### config.mk
export PLATFORM = sky130hd
export DESIGN_NAME = id_ex_stage
export DESIGN_NICKNAME = d
export VERILOG_FILES = /design/src/rtl/id_ex_stage.sv
export SDC_FILE = /design/constraint.sdc
export NUM_CORES = 1
export LEC_CHECK = 0
export ABC_AREA = 1
export CAP_MARGIN = 5
export CORE_AREA = 2 2 188 190
export CTS_CLUSTER_SIZE = 14
export DETAILED_ROUTE_END_ITERATION = 16
export DIE_AREA = 0 0 190 192
export MAX_ROUTING_LAYER = met4
export PLACE_DENSITY = 0.65
export SLEW_MARGIN = 10
export SYNTH_ARGS = -nofsm -noshare
export SYNTH_HDL_FRONTEND = slang
export SYNTH_SLANG_ARGS = --single-unit
### constraint.sdc
create_clock -name clk -period 3.7 [get_ports clk]
set_input_delay 0.555 -clock clk [delete_from_list [all_inputs] [get_ports clk]]
set_output_delay 0.555 -clock clk [all_outputs]
set_load 0.02 [all_outputs]
### src/rtl/id_ex_stage.sv
//------------------------------------------------------------------------------
// id_ex_stage : ID/EX pipeline register with load-use stall, flush, hold and
//               MEM/WB operand forwarding.
// Revision    : 1.0
//------------------------------------------------------------------------------
`default_nettype none

module id_ex_stage #(
  parameter int DWIDTH = 32,
  parameter int CTRLW  = 16
) (
  input  logic              clk,
  input  logic              rst,
  input  logic              id_valid_i,
  input  logic [31:0]       id_pc_i,
  input  logic [31:0]       id_insn_i,
  input  logic [4:0]        id_rs1_i,
  input  logic [4:0]        id_rs2_i,
  input  logic [4:0]        id_rd_i,
  input  logic [DWIDTH-1:0] id_imm_i,
  input  logic              id_regwren_i,
  input  logic              id_memren_i,
  input  logic [CTRLW-1:0]  id_ctrl_i,
  input  logic [DWIDTH-1:0] rs1data_i,
  input  logic [DWIDTH-1:0] rs2data_i,
  input  logic [4:0]        mem_rd_i,
  input  logic              mem_regwren_i,
  input  logic [DWIDTH-1:0] mem_data_i,
  input  logic [4:0]        wb_rd_i,
  input  logic              wb_regwren_i,
  input  logic [DWIDTH-1:0] wb_data_i,
  input  logic              flush_i,
  input  logic              hold_i,
  output logic              stall_o,
  output logic              ex_valid_o,
  output logic [31:0]       ex_pc_o,
  output logic [31:0]       ex_insn_o,
  output logic [DWIDTH-1:0] ex_imm_o,
  output logic [4:0]        ex_rd_o,
  output logic [4:0]        ex_rs1_o,
  output logic [4:0]        ex_rs2_o,
  output logic              ex_regwren_o,
  output logic              ex_memren_o,
  output logic [CTRLW-1:0]  ex_ctrl_o,
  output logic [DWIDTH-1:0] ex_rs1data_o,
  output logic [DWIDTH-1:0] ex_rs2data_o,
  output logic [15:0]       bubble_cnt_o
);

  localparam logic [31:0] C_NOP_INSN = 32'h0000_0013;

  typedef struct packed {
    logic              valid;
    logic [31:0]       pc;
    logic [31:0]       insn;
    logic [DWIDTH-1:0] imm;
    logic [4:0]        rd;
    logic [4:0]        rs1;
    logic [4:0]        rs2;
    logic              regwren;
    logic              memren;
    logic [CTRLW-1:0]  ctrl;
    logic [DWIDTH-1:0] rs1data;
    logic [DWIDTH-1:0] rs2data;
  } ex_t;

  ex_t         ex_q, ex_d, bubble;
  logic [15:0] bubble_cnt_q, bubble_cnt_d;
  logic        load_use, cnt_inc;

  function automatic logic [DWIDTH-1:0] fwd_sel(
    input logic [4:0]        idx,
    input logic [DWIDTH-1:0] regval,
    input logic [4:0]        m_rd,
    input logic              m_we,
    input logic [DWIDTH-1:0] m_data,
    input logic [4:0]        w_rd,
    input logic              w_we,
    input logic [DWIDTH-1:0] w_data
  );
    if (idx == 5'd0)                 return '0;
    else if (m_we && (m_rd == idx))  return m_data;
    else if (w_we && (w_rd == idx))  return w_data;
    else                             return regval;
  endfunction

  always_comb begin
    bubble      = '0;
    bubble.insn = C_NOP_INSN;

    load_use = ex_q.valid && ex_q.memren && (ex_q.rd != 5'd0) && id_valid_i &&
               ((id_rs1_i == ex_q.rd) || (id_rs2_i == ex_q.rd));
    // A pending load-use stall is meaningless while reset is asserted.
    stall_o  = hold_i | (load_use & ~flush_i & rst);

    ex_d    = ex_q;
    cnt_inc = 1'b0;
    if (flush_i) begin
      ex_d    = bubble;
      cnt_inc = 1'b1;
    end else if (!hold_i) begin
      if (load_use || !id_valid_i) begin
        ex_d    = bubble;
        cnt_inc = 1'b1;
      end else begin
        ex_d.valid   = 1'b1;
        ex_d.pc      = id_pc_i;
        ex_d.insn    = id_insn_i;
        ex_d.imm     = id_imm_i;
        ex_d.rd      = id_rd_i;
        ex_d.rs1     = id_rs1_i;
        ex_d.rs2     = id_rs2_i;
        ex_d.regwren = id_regwren_i;
        ex_d.memren  = id_memren_i;
        ex_d.ctrl    = id_ctrl_i;
        ex_d.rs1data = rs1data_i;
        ex_d.rs2data = rs2data_i;
      end
    end

    bubble_cnt_d = (cnt_inc && (bubble_cnt_q != 16'hFFFF)) ? bubble_cnt_q + 16'd1
                                                             : bubble_cnt_q;
  end

  always_ff @(posedge clk) begin
    if (!rst) begin
      ex_q         <= bubble;
      bubble_cnt_q <= '0;
    end else begin
      ex_q         <= ex_d;
      bubble_cnt_q <= bubble_cnt_d;
    end
  end

  assign ex_valid_o   = ex_q.valid;
  assign ex_pc_o      = ex_q.pc;
  assign ex_insn_o    = ex_q.insn;
  assign ex_imm_o     = ex_q.imm;
  assign ex_rd_o      = ex_q.rd;
  assign ex_rs1_o     = ex_q.rs1;
  assign ex_rs2_o     = ex_q.rs2;
  assign ex_regwren_o = ex_q.regwren;
  assign ex_memren_o  = ex_q.memren;
  assign ex_ctrl_o    = ex_q.ctrl;
  assign bubble_cnt_o = bubble_cnt_q;

  assign ex_rs1data_o = fwd_sel(ex_q.rs1, ex_q.rs1data, mem_rd_i, mem_regwren_i, mem_data_i,
                                wb_rd_i, wb_regwren_i, wb_data_i);
  assign ex_rs2data_o = fwd_sel(ex_q.rs2, ex_q.rs2data, mem_rd_i, mem_regwren_i, mem_data_i,
                                wb_rd_i, wb_regwren_i, wb_data_i);

endmodule

`default_nettype wire

==> images/clock_nets.png <==
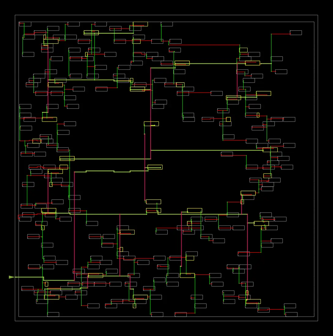
clk_skew: 0.0245 ns
CLK BUF: 38

==> images/util_map.png <==
(2 px per um) 19 x 19 tiles, from white (low) to dark blue (high), 0 to 100% covered.
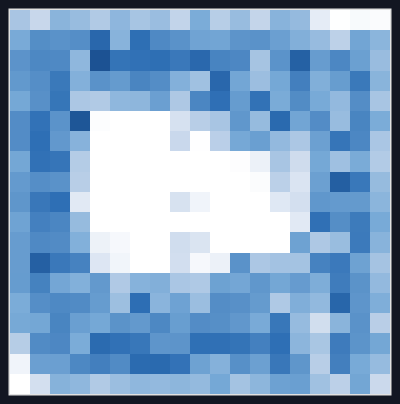
The emptiest ninth of the die: center. The mean over all tiles is 43%. The fullest tile reaches 87%. 3.6% of the tiles are over 75% full. 15% of the tiles are nearly empty.
Starting Density: 32.9%
final cell utilization of the core: 47.5%
Core Box Area: 34300 um2

==> qor.yml <==
status:
  status: "complete, no violations"
pwr:
  seq_power_mw: 2.34
  comb-power_mw: 0.820
  p_switching_mw: 1.45
  seq_power_share_pct: 41.4
  peakVddDrop_v: 0.000263
  maxPowerGroup: "the clock network"
setup_path:
  critPathMaxStageDelay_ns: 0.60
  end_kind: "output port"
  worstPathRequired_ns: 3.14
cts:
  cts.sinks: 210
  ctsResizeCount: 0
  cts_tree: "built"
  root_buffer: "clkbuf_16"
  cts_buffers: 26
synth:
  top_area_share_pct: 37.3
  ys_cells: 1670
  yosysChipArea_um2: 11300
finish:
  inverters_excl_clock: 148
  dominant_cells: "non-clock buffers"
  mi_logic_area_um2: 5030
  drive_above_1_share_pct: 8.63
  flop-count: 210
  lay_top_count: "clkdlybuf4s50_1"
min_path:
  holdPathEnd: "ex_pc_o[27]$_SDFFE_PP0N_"
timing:
  finalSetupViolations: 0
floorplan:
  io_pins: 485
  rows: 68
  die_h_um: 192
drt:
  routed_wl_um: 39900
  routed_via_density: 4.66
  ant_nets: 0
  met3WireLength_um: 3300
  vias: 11439
place:
  place_inst: 2401
  dp_slack_ns: 0.116
flow_run:
  max_cap_viol_count: 0
==> images/clock_wires.png <==
(2 px per um)
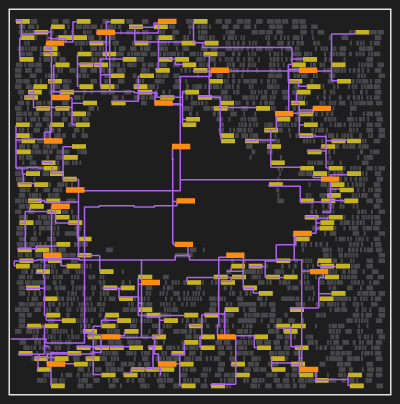
Orange marks clock-net drivers, count 26. Purple marks clock wires, length 3250 um. Yellow marks flip-flops, count 210.
There are 27 routed clock nets.
clock share of power: 44.1%
clk_lat worst skew: 0.55 ns

## kinds of logic after synthesis
kind of cell	after synthesis	share of synthesized area, %
AND-OR/OR-AND	358	17.9
buffers and inverters	373	18.5
XOR/XNOR	4	0.311
adder cells (fa/ha/maj)	1	0.111
AND/OR/NAND/NOR	724	25.9
flip-flops	210	37.3
## critical path, delay by kind of cell, from the launching register on
family	cells	cell delay, ns
AND-OR/OR-AND	3	0.70
buffers and inverters	3	0.87
AND/OR/NAND/NOR	1	0.16
flip-flops	1	0.59
XOR/XNOR	1	0.13
Power is estimated from default activity; no workload was simulated.
